Figure 1. Clock nets (run 1).
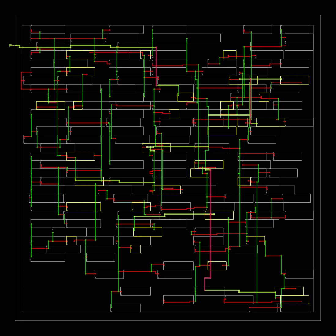
Figure 2. Zoomed window (run 1).
Region (49, 49) to (99, 99) um. Cells in grey, sequential cells in the stronger grey; small squares are vias.
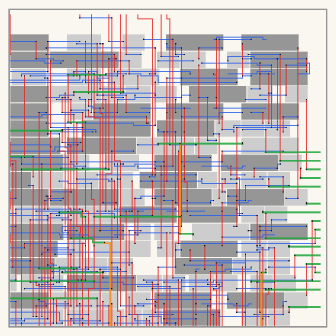
Figure 3. Pin placement (run 1).
Scale: 4 px per um. Pins as bars across the die edge, other pins in grey.
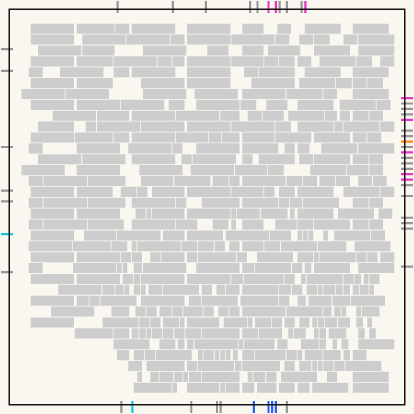
Figure 4. Signal wires on met4 (run 1).
Scale: 4 px per um. Supply wires on this layer in grey.
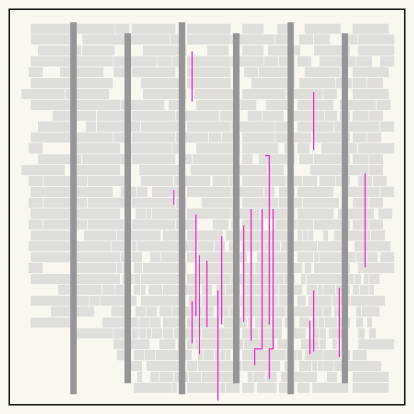
==> config.mk <==
export PLATFORM = sky130hd
export DESIGN_NAME = rpn_cmd_sequencer
export DESIGN_NICKNAME = d
export VERILOG_FILES = /design/src/rtl/rpn_pkg.sv /design/src/rtl/rpn_cmd_fifo.sv /design/src/rtl/rpn_cmd_sequencer.sv
export SDC_FILE = /design/constraint.sdc
export NUM_CORES = 1
export LEC_CHECK = 0
export CAP_MARGIN = 10
export CORE_MARGIN = 2
export CORE_UTILIZATION = 60
export CTS_CLUSTER_DIAMETER = 200
export DETAILED_ROUTE_END_ITERATION = 7
export GPL_ROUTABILITY_DRIVEN = 1
export PLACE_DENSITY = 0.83
export SYNTH_ARGS = -nofsm -noshare
export SYNTH_HDL_FRONTEND = slang
export SYNTH_HIERARCHICAL = 1
export SYNTH_SLANG_ARGS = --single-unit
==> constraint.sdc <==
create_clock -name clk -period 2.1 [get_ports clk]
set_input_delay 0.42 -clock clk [delete_from_list [all_inputs] [get_ports clk]]
set_output_delay 0.42 -clock clk [all_outputs]
set_load 0.02 [all_outputs]
==> src/rtl/rpn_pkg.sv <==
// Shared types and constants for the RPN calculator command sequencer.
package rpn_pkg;

    localparam int unsigned DATA_W = 8;
    localparam int unsigned OP_W   = 2;
    localparam int unsigned BTN_W  = 3;

    localparam logic [OP_W-1:0] OP_PUSH = 2'd0;
    localparam logic [OP_W-1:0] OP_POP  = 2'd1;
    localparam logic [OP_W-1:0] OP_ADD  = 2'd2;
    localparam logic [OP_W-1:0] OP_MULT = 2'd3;

    localparam int unsigned BTN_POP  = 2;
    localparam int unsigned BTN_ADD  = 1;
    localparam int unsigned BTN_MULT = 0;

    typedef struct packed {
        logic [OP_W-1:0]   op;
        logic [DATA_W-1:0] data;
    } cmd_t;

    typedef enum logic [1:0] {
        ST_IDLE  = 2'd0,
        ST_PULSE = 2'd1,
        ST_GAP   = 2'd2
    } state_e;

    // One-hot Btns pattern for a non-PUSH op; PUSH maps to no button.
    function automatic logic [BTN_W-1:0] op_to_btns(input logic [OP_W-1:0] op);
        logic [BTN_W-1:0] b;
        b = '0;
        case (op)
            OP_POP:  b[BTN_POP]  = 1'b1;
            OP_ADD:  b[BTN_ADD]  = 1'b1;
            OP_MULT: b[BTN_MULT] = 1'b1;
            default: b = '0;
        endcase
        return b;
    endfunction

endpackage

==> src/rtl/rpn_cmd_fifo.sv <==
// Synchronous command FIFO holding {op,data}; writes are refused while full.
module rpn_cmd_fifo
    import rpn_pkg::*;
#(
    parameter int unsigned DEPTH = 8
) (
    input  logic                         clk,
    input  logic                         Reset,
    input  logic                         wr_en,
    input  cmd_t                         wr_data,
    input  logic                         rd_en,
    output cmd_t                         rd_data,
    output logic                         full,
    output logic                         empty,
    output logic [$clog2(DEPTH+1)-1:0]   level
);

    localparam int unsigned PTR_W = $clog2(DEPTH);
    localparam int unsigned LVL_W = $clog2(DEPTH+1);

    cmd_t             mem [DEPTH];
    logic [PTR_W-1:0] wr_ptr_q, wr_ptr_d;
    logic [PTR_W-1:0] rd_ptr_q, rd_ptr_d;
    logic [LVL_W-1:0] level_q, level_d;
    logic             wr_fire;
    logic             rd_fire;

    assign full    = (level_q == LVL_W'(DEPTH));
    assign empty   = (level_q == '0);
    assign level   = level_q;
    assign rd_data = mem[rd_ptr_q];
    assign wr_fire = wr_en && !full;
    assign rd_fire = rd_en && !empty;

    // Pointer widths equal log2(DEPTH), so wrap is the natural overflow.
    always_comb begin
        wr_ptr_d = wr_ptr_q;
        rd_ptr_d = rd_ptr_q;
        level_d  = level_q;
        if (wr_fire) wr_ptr_d = wr_ptr_q + PTR_W'(1);
        if (rd_fire) rd_ptr_d = rd_ptr_q + PTR_W'(1);
        case ({wr_fire, rd_fire})
            2'b10:   level_d = level_q + LVL_W'(1);
            2'b01:   level_d = level_q - LVL_W'(1);
            default: level_d = level_q;
        endcase
    end

    always_ff @(posedge clk or posedge Reset) begin
        if (Reset) begin
            wr_ptr_q <= '0;
            rd_ptr_q <= '0;
            level_q  <= '0;
        end else begin
            wr_ptr_q <= wr_ptr_d;
            rd_ptr_q <= rd_ptr_d;
            level_q  <= level_d;
        end
    end

    always_ff @(posedge clk) begin
        if (wr_fire) mem[wr_ptr_q] <= wr_data;
    end

endmodule

==> src/rtl/rpn_cmd_sequencer.sv <==
// Replays queued calculator commands onto the RPN CPU as timed strobes and
// captures CPU results on each rising Dval edge.
module rpn_cmd_sequencer
    import rpn_pkg::*;
#(
    parameter int unsigned DEPTH        = 8,
    parameter int unsigned PULSE_CYCLES = 2,
    parameter int unsigned GAP_CYCLES   = 50
) (
    input  logic                         clk,
    input  logic                         Reset,
    input  logic                         cmd_valid,
    output logic                         cmd_ready,
    input  logic [1:0]                   cmd_op,
    input  logic [7:0]                   cmd_data,
    output logic [7:0]                   Din,
    output logic                         Sample,
    output logic [2:0]                   Btns,
    input  logic                         cpu_dval,
    input  logic [7:0]                   cpu_dout,
    output logic                         res_valid,
    output logic [7:0]                   res_data,
    output logic                         busy,
    output logic [$clog2(DEPTH+1)-1:0]   level
);

    localparam int unsigned CNT_MAX = (PULSE_CYCLES > GAP_CYCLES) ? PULSE_CYCLES : GAP_CYCLES;
    localparam int unsigned CNT_W   = ($clog2(CNT_MAX) < 1) ? 1 : $clog2(CNT_MAX);

    // Async assert, sync release of the internal reset.
    logic [1:0] rst_sync_q;
    logic       rst_int;

    always_ff @(posedge clk or posedge Reset) begin
        if (Reset) rst_sync_q <= 2'b11;
        else       rst_sync_q <= {rst_sync_q[0], 1'b0};
    end
    assign rst_int = rst_sync_q[1];

    cmd_t             wr_cmd;
    cmd_t             head;
    logic             fifo_full;
    logic             fifo_empty;
    logic             rd_en;

    assign wr_cmd = '{op: cmd_op, data: cmd_data};

    rpn_cmd_fifo #(
        .DEPTH (DEPTH)
    ) u_fifo (
        .clk     (clk),
        .Reset   (rst_int),
        .wr_en   (cmd_valid),
        .wr_data (wr_cmd),
        .rd_en   (rd_en),
        .rd_data (head),
        .full    (fifo_full),
        .empty   (fifo_empty),
        .level   (level)
    );

    state_e           state_q, state_d;
    logic [CNT_W-1:0] cnt_q, cnt_d;
    logic [7:0]       din_q, din_d;
    logic             sample_q, sample_d;
    logic [2:0]       btns_q, btns_d;
    logic             dval_q, dval_d;
    logic             dval_dly_q, dval_dly_d;
    logic [7:0]       dout_q, dout_d;
    logic             res_valid_q, res_valid_d;
    logic [7:0]       res_data_q, res_data_d;

    // Issue / pulse / gap sequencing; strobes default low so GAP needs no clears.
    always_comb begin
        state_d  = state_q;
        cnt_d    = cnt_q;
        din_d    = din_q;
        sample_d = 1'b0;
        btns_d   = '0;
        rd_en    = 1'b0;
        unique case (state_q)
            ST_IDLE: begin
                if (!fifo_empty) begin
                    rd_en = 1'b1;
                    if (head.op == OP_PUSH) begin
                        din_d    = head.data;
                        sample_d = 1'b1;
                    end else begin
                        btns_d = op_to_btns(head.op);
                    end
                    cnt_d   = CNT_W'(PULSE_CYCLES - 1);
                    state_d = ST_PULSE;
                end
            end
            ST_PULSE: begin
                if (cnt_q == '0) begin
                    cnt_d   = CNT_W'(GAP_CYCLES - 1);
                    state_d = ST_GAP;
                end else begin
                    cnt_d    = cnt_q - CNT_W'(1);
                    sample_d = sample_q;
                    btns_d   = btns_q;
                end
            end
            ST_GAP: begin
                if (cnt_q == '0) state_d = ST_IDLE;
                else             cnt_d   = cnt_q - CNT_W'(1);
            end
            default: state_d = ST_IDLE;
        endcase
    end

    // Result capture runs regardless of FSM state.
    always_comb begin
        dval_d      = cpu_dval;
        dout_d      = cpu_dout;
        dval_dly_d  = dval_q;
        res_valid_d = dval_q && !dval_dly_q;
        res_data_d  = res_valid_d ? dout_q : res_data_q;
    end

    always_ff @(posedge clk or posedge rst_int) begin
        if (rst_int) begin
            state_q     <= ST_IDLE;
            cnt_q       <= '0;
            din_q       <= '0;
            sample_q    <= 1'b0;
            btns_q      <= '0;
            dval_q      <= 1'b0;
            dval_dly_q  <= 1'b0;
            dout_q      <= '0;
            res_valid_q <= 1'b0;
            res_data_q  <= '0;
        end else begin
            state_q     <= state_d;
            cnt_q       <= cnt_d;
            din_q       <= din_d;
            sample_q    <= sample_d;
            btns_q      <= btns_d;
            dval_q      <= dval_d;
            dval_dly_q  <= dval_dly_d;
            dout_q      <= dout_d;
            res_valid_q <= res_valid_d;
            res_data_q  <= res_data_d;
        end
    end

    assign cmd_ready = !fifo_full && !rst_int;
    assign Din       = din_q;
    assign Sample    = sample_q;
    assign Btns      = btns_q;
    assign res_valid = res_valid_q;
    assign res_data  = res_data_q;
    assign busy      = (state_q != ST_IDLE) || (level != '0);

endmodule
==> Implementation_results.wiki, run 1 <==
== Metrics ==
{| class="wikitable"
! Metric !! Value
|-
| Cell count of the worst reg-to-reg path || 11
|-
| R2r startpoint || u_fifo/level[3]
|-
| Number of core rows || 34
|-
| Global placer's final weighted congestion || 0.784
|-
| Smallest setup slack after layout || -0.369 ns
|-
| Slew HR || 60.6%
|-
| Critical path start-end classification || flip-flop to flip-flop
|-
| Setup crit end kind || flip-flop
|-
| Placeable core region || 8680 um^2
|-
| Number of endpoints failing setup at the final stage || 12
|-
| Arrival time of the worst setup path || 2.87 ns
|-
| Worst stage delay on the critical path || 0.43 ns
|-
| Post-placement setup slack || -0.304 ns
|-
| Achievable Freq || 0.405 GHz
|-
| Endpoint required time on the critical path || 2.50 ns
|-
| Mapped Nets || 342
|-
| Total routing resource utilization after global routing || 27.0%
|-
| Chip area estimate from yosys synthesis || 5360 um^2
|-
| Sum of overflow across all layers after global routing || 0
|-
| Library cell with the largest summed area after synthesis || edfxtp_1
|-
| Clock tree from TritonCTS || done
|-
| Result of the run || finished with violations
|-
| Cycle use final || 118%
|-
| Area of the die || 9710 um^2
|-
| Clock period minus worst slack || 2.47 ns
|-
| Global-route wire length before repair || 19.2 mm
|-
| Top logic cell family in the synthesized netlist || multiplexers
|-
| Most common library cells after synthesis || edfxtp_1, dfrtp_1, mux2_2
|-
| Class of the most critical hold timing path || input port to asynchronous set/reset pin
|-
| Number of port buffers || 48
|-
| Proportion of synthesized flip-flops having asynchronous set or reset || 38.9%
|-
| Via density || 6.08
|-
| Tool warnings || 32
|-
| Tightest Pin Transition || 0.584 ns
|-
| Yosys warns || 6
|-
| Violated checks || setup timing
|-
| Worst clock skew || 0.0120 ns
|-
| Die Span Y || 98.5 um
|-
| Total wire length after detailed routing || 12.9 mm
|-
| Max-slew violations || 0
|-
| Max Cap Violations || 0
|-
| Per-instance average area after synthesis || 17.3 um^2
|-
| Count of unique library cells instantiated by Yosys || 52
|}
-- Figure 1 (at the start) --
number of sinks driven by the clock tree: 131
flop count: 131
Num CTS Buffers: 17
Clk power: 2.98 mW
clock buffer instance count of the final layout: 17

-- Figure 2 (at the start) --
legend:
  orange:
    layer: metal 4
  blue:
    layer: metal 1
  red:
    layer: metal 2
  green:
    layer: metal 3
netlist names of flops here include: u_fifo/mem (17), dout_q (7), res_data (7)
most frequent: clkdlybuf4s50_1 (25), dfrtp_1 (24), edfxtp_1 (17)
sequential cells in the window: 41
cells with their middle in the window: 111

-- Figure 3 (at the start) --
legend:
  orange:
    port: cpu_dval
    pins: 1
    direction: input
    edge: east
  blue:
    port: level
    pins: 4
    direction: output
    edge: south
  magenta:
    port: cpu_dout
    pins: 8
    direction: input
    edge: 5 east, 3 north
  cyan:
    port: cmd_op
    pins: 2
    direction: input
    edge: 1 west, 1 south

-- Figure 4 (at the start) --
main direction: vertical
longest straight run: 42.0 um
nets with wire on the layer: 17
share of all routed wire: 3.1%
wire length on this layer: 402 um

[run 1: per-stage QoR]
step                instance area, um^2  total power, mW  hold slack [ns]
finish                             7130             7.62            0.215
global route                       7130             7.89            0.218
CTS                                7070             7.57            0.193
detailed placement                 6360             4.52            0.277
global placement                   6360             4.45            0.261
floorplan                          5460             3.94            0.200
[run 1: power by group]
group	internal, mW	switching [mW]	total [mW]	leakage [nW]
Sequential	3.10	0.180	3.28	1.35
Combinational	0.633	0.723	1.36	1.14
Clock	1.65	1.33	2.98	0.291
Total	5.39	2.23	7.62	2.78
[run 1: repair_timing]
item / CTS / global route
resized: 27 / 11
pin swaps: 7 / 6
setup endpoints to repair: 18 / 18
setup buffers: 8 / 3
[run 1: layout by cell type, fill, tap and decap left out, types with 2 or more instances in the layout]
cell type	instances
buf_6	8
o21ai_0	6
mux2_2	19
nor4_4	2
clkinv_4	2
edfxtp_1	80
xnor2_1	5
dfrtp_2	5
nand2_1	15
nand2b_1	2
nor2b_1	2
mux4_1	7
inv_6	4
ha_4	3
clkdlybuf4s50_1	42
clkbuf_16	16
mux4_2	13
dlygate4sd2_1	4
nor3b_1	3
or4b_4	2
inv_8	3
a21oi_1	6
inv_1	11
ha_1	7
nand3_1	4
nor3_1	4
clkinv_8	4
inv_2	2
mux2_4	12
dfrtp_1	44
nor2_1	13
buf_4	46
dfstp_2	2
[run 1: cell families (layout without fill, tap and decap cells)]
kind of cell | Yosys count | count (layout)
simple gates | 57 | 57
xor+xnor | 6 | 6
flops | 131 | 131
other cells | 1 | 1
buf+inv | 21 | 147
fa+ha+maj | 11 | 11
compound gates | 29 | 29
mux | 53 | 53
[run 1: state kept, by name, summed over array words and instances, names as in the netlist]
signal / count
u_fifo/mem: 80
Din: 8
dout_q: 8
res_data: 8
cnt_q: 6
u_fifo/level: 4
Btns: 3
u_fifo/rd_ptr_q: 3
u_fifo/wr_ptr_q: 3
rst_sync_q: 2
state_q: 2
Sample: 1
dval_dly_d: 1
dval_dly_q: 1
res_valid: 1
[run 1: worst max-delay path by stage]
stage | startpoint | end | slack (ns)
after floorplan | u_fifo/level[3] | u_fifo/level[3] | -0.46
after global placement | u_fifo/level[3] | u_fifo/level[3] | -0.22
after detailed placement | u_fifo/level[3] | u_fifo/level[3] | -0.30
after CTS | u_fifo/level[0] | u_fifo/level[3] | -0.33
after global routing | u_fifo/level[1] | u_fifo/level[3] | -0.42
final | u_fifo/level[3] | u_fifo/level[3] | -0.37
[run 1: cell type report]
cell class / instances / area [um^2]
sequential: 131 / 3690
multi-input combinational: 157 / 1740
fill: 401 / 1550
timing repair buffer: 101 / 911
clock buffer: 17 / 414
clock inverter: 15 / 189
tap: 108 / 135
inverter: 14 / 55.1
[run 1: metal layers]
metal | part of all wire, % | track usage [%]
met1 | 38 | 32.7
met5 | 0 | 0
met3 | 6.5 | 7.66
met4 | 3.1 | 11.5
met2 | 52 | 45.8
## Run 2: what changed since run 1
- CORE_UTILIZATION: 60 -> 51
- PLACE_DENSITY: 0.83 -> 0.75
- clock period: 2.1 -> 2 ns (I/O delays scaled with it)
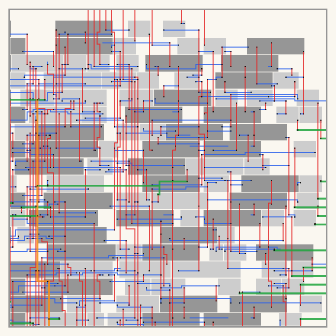
Figure 5: run 2, zoomed window.
Region (55, 55) to (105, 105) um. Cells in grey, sequential cells in the stronger grey; small squares are vias.
legend:
  blue:
    layer: metal 1
  orange:
    layer: metal 4
  green:
    layer: metal 3
  red:
    layer: metal 2
most frequent: dfrtp_1 (26), clkdlybuf4s50_1 (25), mux2_2 (11)
sequential cells in the window: 36
netlist names of flops here include: u_fifo/mem (10), dout_q (8), Din (7)
cells with their middle in the window: 99

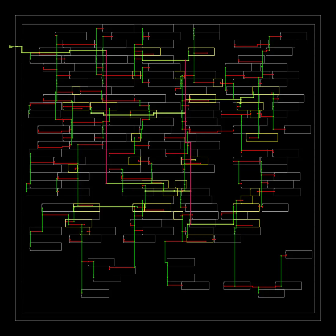
Figure 6: run 2, clock nets.
Clk power: 2.97 mW
worst clock skew: 0.00949 ns
Late-Pin Clk Latency: 0.51 ns

==> run 2 against run 1 <==
  * The flow still finishes with violations (setup timing)
  * Sequential cell count did not move
  * Worst hold slack improved by 0.0049 ns
  * Via count fell by 5.7%
  * Final cell count rose by 6.8%
  * Sequential power rose by 5%
  * Clock skew fell by 0.0025 ns
  * Combinational power rose by 6%
  * Area after synthesis did not move
  * Die area rose by 17%
  * Largest cell class unchanged
  * Highest routed layer unchanged
==> Implementation_results.wiki, run 2 <==
== Metrics ==
{| class="wikitable"
! Metric !! Value
|-
| Total routing resource utilization after global routing || 20.2% (-6.8 points)
|-
| Result of the run || finished with violations
|-
| Library cell with the largest summed area after synthesis || edfxtp_1
|-
| Number of port buffers || 48 (unchanged)
|-
| Area of the die || 11300 um^2 (+17%)
|-
| Count of unique library cells instantiated by Yosys || 52 (unchanged)
|-
| Achievable Freq || 0.410 GHz (+1.3%)
|-
| Per-instance average area after synthesis || 17.3 um^2 (unchanged)
|-
| Sum of overflow across all layers after global routing || 0 (unchanged)
|-
| Proportion of synthesized flip-flops having asynchronous set or reset || 38.9% (unchanged)
|-
| Slew HR || 66.9% (+6.2 points)
|-
| Die Span Y || 107 um (+8.1%)
|-
| Global-route wire length before repair || 16.8 mm (-13%)
|-
| Mapped Nets || 342 (unchanged)
|-
| Most common library cells after synthesis || edfxtp_1, dfrtp_1, mux2_2
|-
| Total wire length after detailed routing || 10.6 mm (-17%)
|-
| Chip area estimate from yosys synthesis || 5360 um^2 (unchanged)
|-
| Clock period minus worst slack || 2.44 ns (-0.0324 ns)
|-
| Critical path start-end classification || flip-flop to flip-flop
|-
| Tool warnings || 32 (unchanged)
|-
| Arrival time of the worst setup path || 2.81 ns (-0.06 ns)
|-
| Violated checks || setup timing
|-
| Clock tree from TritonCTS || done
|-
| Top logic cell family in the synthesized netlist || multiplexers
|-
| Number of endpoints failing setup at the final stage || 13 (+1)
|-
| Top reg by flops || u_fifo/mem
|-
| Smallest setup slack after layout || -0.437 ns (-0.0676 ns)
|-
| Largest register FFs || 80 (unchanged)
|-
| Cycle use final || 122% (+4.3 points)
|-
| Max Cap Violations || 0 (unchanged)
|-
| Tightest Pin Transition || 0.491 ns (-0.0927 ns)
|-
| Class of the most critical hold timing path || input port to asynchronous set/reset pin
|-
| Num CTS Buffers || 17 (unchanged)
|-
| Global placer's final weighted congestion || 0.782 (-0.20%)
|-
| Max-slew violations || 0 (unchanged)
|-
| Via density || 5.37 (-12%)
|-
| Placeable core region || 10300 um^2 (+18%)
|-
| Number of sinks driven by the clock tree || 131 (unchanged)
|-
| Number of fillers in the final layout || 667 (+66%)
|-
| Top cells excl fill/tap || edfxtp_1, buf_4, dfrtp_1
|-
| Sum of internal, switching and leakage power || 7.85 mW (+3.0%)
|-
| Setup crit end kind || flip-flop
|-
| Yosys warns || 6 (unchanged)
|-
| Via total after detailed routing || 3113
|-
| Top logic cell by instance count in the layout || edfxtp_1
|-
| Endpoint required time on the critical path || 2.38 ns (-0.12 ns)
|-
| Number of core rows || 37 (+8.8%)
|}
[run 2: cell counts after synthesis]
No cell type changed its count.
[run 2: per-stage QoR]
stage	hold WS, ns	TNS, ns	instance area [um^2]
2_1_floorplan	0.200	-3.51	5470
3_5_place_dp	0.261	-3.34	6450
6_report	0.220	-2.55	7210
3_3_place_gp	0.256	-2.76	6450
4_1_cts	0.203	-2.51	7110
5_1_grt	0.239	-3.27	7210
[run 2: worst paths after layout]
kind	start	to	slack [ns]	cells past startpoint
worst max-delay path	u_fifo/level[0]	u_fifo/level[3]	-0.44	9
worst min register to register	rst_sync_q[1]	u_fifo/wr_ptr_q[0]	0.25	1
worst min-delay path	Reset	rst_sync_q[1]	0.22	2
worst max register to register	u_fifo/level[0]	u_fifo/level[3]	-0.44	9
max in group asynchronous	rst_sync_q[1]	Din[3]	1.24	2
min in group clk	cpu_dout[1]	dout_q[1]	0.32	1
[run 2: per-layer routing]
metal / up-vias / wire, um / track usage [%]
li1: 1437 / - / -
met1: 1596 / 4540 / 25.1
met2: 68 / 5550 / 34.4
met3: 12 / 392 / 5.27
met4: 0 / 163 / 7.42
met5: - / 0 / 0
[run 2: what timing repair did]
| item | 4_1_cts | 5_1_grt |
|---|---|---|
| setup buffers | 6 | 8 |
| setup endpoints to repair | 21 | 14 |
| hold buffers | 0 | 0 |
| hold endpoints to repair | 0 | 0 |
| pin swaps | 4 | 4 |
| resized | 27 | 9 |
| cloned | 0 | 0 |
[run 2: cell type report]
cell class	count	area, um^2	area share [%]
well taps	136	170	2.36
flip-flops and latches	131	3690	51.1
inverters	14	55.1	0.763
multi-input cells	157	1750	24.2
clock inverters	15	160	2.22
clock buffers	17	414	5.74
repair buffers	110	980	13.6
[run 2: cell families after synthesis]
group / after synthesis
xor+xnor: 6
mux: 53
simple gates: 57
buf+inv: 21
other cells: 1
compound gates: 29
flops: 131
fa+ha+maj: 11
[run 2: power breakdown]
part | internal [mW] | switching [mW]
Sequential | 3.26 | 0.179
Clock | 1.71 | 1.26
Combinational | 0.711 | 0.731
Total | 5.68 | 2.17
## Run 3: what changed since run 2
- CTS_CLUSTER_SIZE: default -> 25
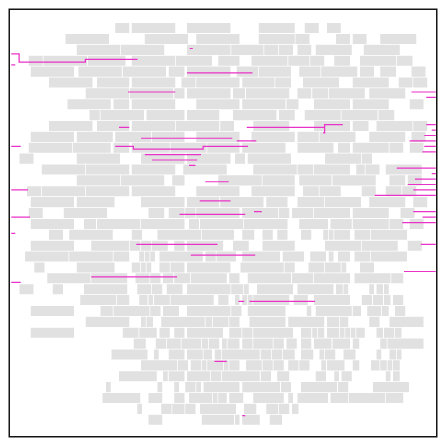
Figure 7: run 3, metal 3.
Scale: 4 px per um.
share of all routed wire: 3.7%
main direction: horizontal
wire length on this layer: 393 um
longest straight run: 22.5 um

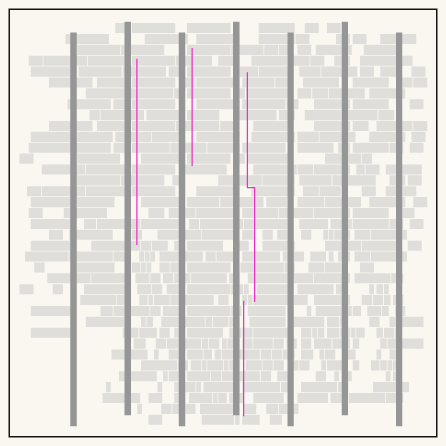
Figure 8: run 3, signal wires on met4.
Scale: 4 px per um. Supply wires on this layer in grey.
wire length on this layer: 163 um
main direction: vertical
nets with wire on the layer: 4
share of all routed wire: 1.5%

==> run 3 against run 2 <==
  * The run still ends with setup timing left
  * Worst hold slack did not move
  * Routed wire length did not move
  * Sequential share of layout area did not move
  * Global-route usage did not move
  * Critical endpoint unchanged
  * Worst setup slack did not move
  * Non-clock buffer count did not move
  * Clock-buffer cell count did not move
  * Area after synthesis did not move
  * Total power did not move
  * Critical path type unchanged
  * Die area did not move
  * Combinational power barely moved
==> Implementation_results.wiki, run 3 <==
== Metrics ==
{| class="wikitable"
! Metric !! Value
|-
| Result of the run || finished with violations
|-
| Violated checks || setup timing
|-
| Combinational power share || 18.4% (about the same)
|-
| Clock tree from TritonCTS || done
|-
| Switching share of power || 27.7% (unchanged)
|-
| Number of core rows || 37 (unchanged)
|-
| Per-instance average area after synthesis || 17.3 um^2 (unchanged)
|-
| Cell count of the worst reg-to-reg path || 9 (unchanged)
|-
| Endpoint required time on the critical path || 2.38 ns (about the same)
|-
| Count of unique library cells instantiated by Yosys || 52 (unchanged)
|-
| Part of the total power dissipated in sequential elements || 43.8% (about the same)
|-
| Max-slew violations || 0 (unchanged)
|-
| Most common library cells after synthesis || edfxtp_1, dfrtp_1, mux2_2
|-
| Sum of internal, switching and leakage power || 7.85 mW (unchanged)
|-
| Mapped Nets || 342 (unchanged)
|-
| Worst reg2reg setup slack || -0.44 ns (about the same)
|-
| Source of the critical timing path || u_fifo/level[0]
|-
| Number of sinks driven by the clock tree || 131 (unchanged)
|-
| Critical path start-end classification || flip-flop to flip-flop
|-
| Switching component of the power || 2.17 mW (unchanged)
|-
| Clock period minus worst slack || 2.44 ns (unchanged)
|-
| Largest register FFs || 80 (unchanged)
|-
| Slew HR || 66.9% (unchanged)
|-
| Int Pwr || 5.68 mW (unchanged)
|-
| Global-route wire length before repair || 16.8 mm (unchanged)
|-
| R2r startpoint || u_fifo/level[0]
|-
| Clock Power Share || 37.8% (about the same)
|-
| Total routing resource utilization after global routing || 20.2% (unchanged)
|-
| Tool warnings || 32 (unchanged)
|-
| Library cell with the largest summed area after synthesis || edfxtp_1
|-
| Global placer's final weighted congestion || 0.782 (unchanged)
|-
| Number of port buffers || 48 (unchanged)
|-
| Arrival time of the worst setup path || 2.81 ns (about the same)
|-
| Max Cap Violations || 0 (unchanged)
|-
| Tightest Pin Transition || 0.491 ns (unchanged)
|-
| Logic area || 1750 um^2 (unchanged)
|-
| Die Span Y || 107 um (unchanged)
|-
| Number of fillers in the final layout || 667 (unchanged)
|-
| Total wire length after detailed routing || 10.6 mm (unchanged)
|-
| Worst R2R End || u_fifo/level[3]
|-
| Worst hold margin || 0.220 ns (unchanged)
|-
| Area of the die || 11300 um^2 (unchanged)
|-
| Via total after detailed routing || 3113 (unchanged)
|-
| Achievable Freq || 0.410 GHz (unchanged)
|-
| Number of endpoints failing setup at the final stage || 13 (unchanged)
|-
| Area occupied by registers || 3690 um^2 (unchanged)
|-
| Smallest setup slack after layout || -0.437 ns (unchanged)
|-
| Sum of overflow across all layers after global routing || 0 (unchanged)
|-
| Via density || 5.37 (unchanged)
|-
| Num CTS Buffers || 17 (unchanged)
|}
[run 3: cell counts after synthesis]
Identical to the previous run, type by type.
[run 3: through the flow]
stage | util [%] | setup TNS (ns) | cell area, um^2
5_1_grt | 70.2 | -3.27 | 7210
3_3_place_gp | 62.8 | -2.76 | 6450
2_1_floorplan | - | -3.51 | 5470
6_report | 70.2 | -2.55 | 7210
4_1_cts | 69.2 | -2.51 | 7110
3_5_place_dp | 62.8 | -3.34 | 6450
[run 3: cell type report]
class	instances	area share (%)
clock buffer	17	5.74
sequential	131	51.1
tap	136	2.36
clock inverter	15	2.22
timing repair buffer	110	13.6
inverter	14	0.763
multi-input combinational	157	24.2
[run 3: worst min path at each step]
stage             startpoint                  to  depth (start not counted)  slack, ns
2_1_floorplan  rst_sync_q[1]  u_fifo/rd_ptr_q[0]                          1       0.20
3_3_place_gp   rst_sync_q[1]  u_fifo/wr_ptr_q[0]                          1       0.26
3_5_place_dp   rst_sync_q[1]  u_fifo/wr_ptr_q[0]                          1       0.26
4_1_cts                Reset       rst_sync_q[0]                          2       0.20
5_1_grt                Reset       rst_sync_q[1]                          2       0.24
6_report               Reset       rst_sync_q[1]                          2       0.22
[run 3: metal layers]
metal / wire length (um) / up-vias / track usage [%]
met5: 0 / - / 0
met4: 163 / 0 / 7.42
met3: 392 / 12 / 5.27
met2: 5550 / 68 / 34.4
met1: 4540 / 1596 / 25.1
li1: - / 1437 / -
[run 3: cell families (layout without fill, tap and decap cells)]
group | after synthesis | after routing | synth area share (%)
flops | 131 | 131 | 68.7
simple gates | 57 | 57 | 6.16
mux | 53 | 53 | 15.9
compound gates | 29 | 29 | 3.78
buf+inv | 21 | 156 | 1.75
fa+ha+maj | 11 | 11 | 2.71
xor+xnor | 6 | 6 | 0.980
other cells | 1 | 1 | 0.0700
[run 3: power groups by stage]
stage               sequential [mW]  clock, mW  combinational, mW
detailed placement             3.49          0               1.29
global route                   3.47       3.15               1.56
global placement               3.46          0               1.24
floorplan                      3.60          0              0.550
CTS                            3.45       3.02               1.34
finish                         3.44       2.97               1.44
[run 3: what timing repair did]
item | 4_1_cts | 5_1_grt
pin swaps | 4 | 4
gates resized | 27 | 9
setup buffers | 6 | 8
setup endpoints to repair | 21 | 14
Power is estimated from default activity; no workload was simulated.
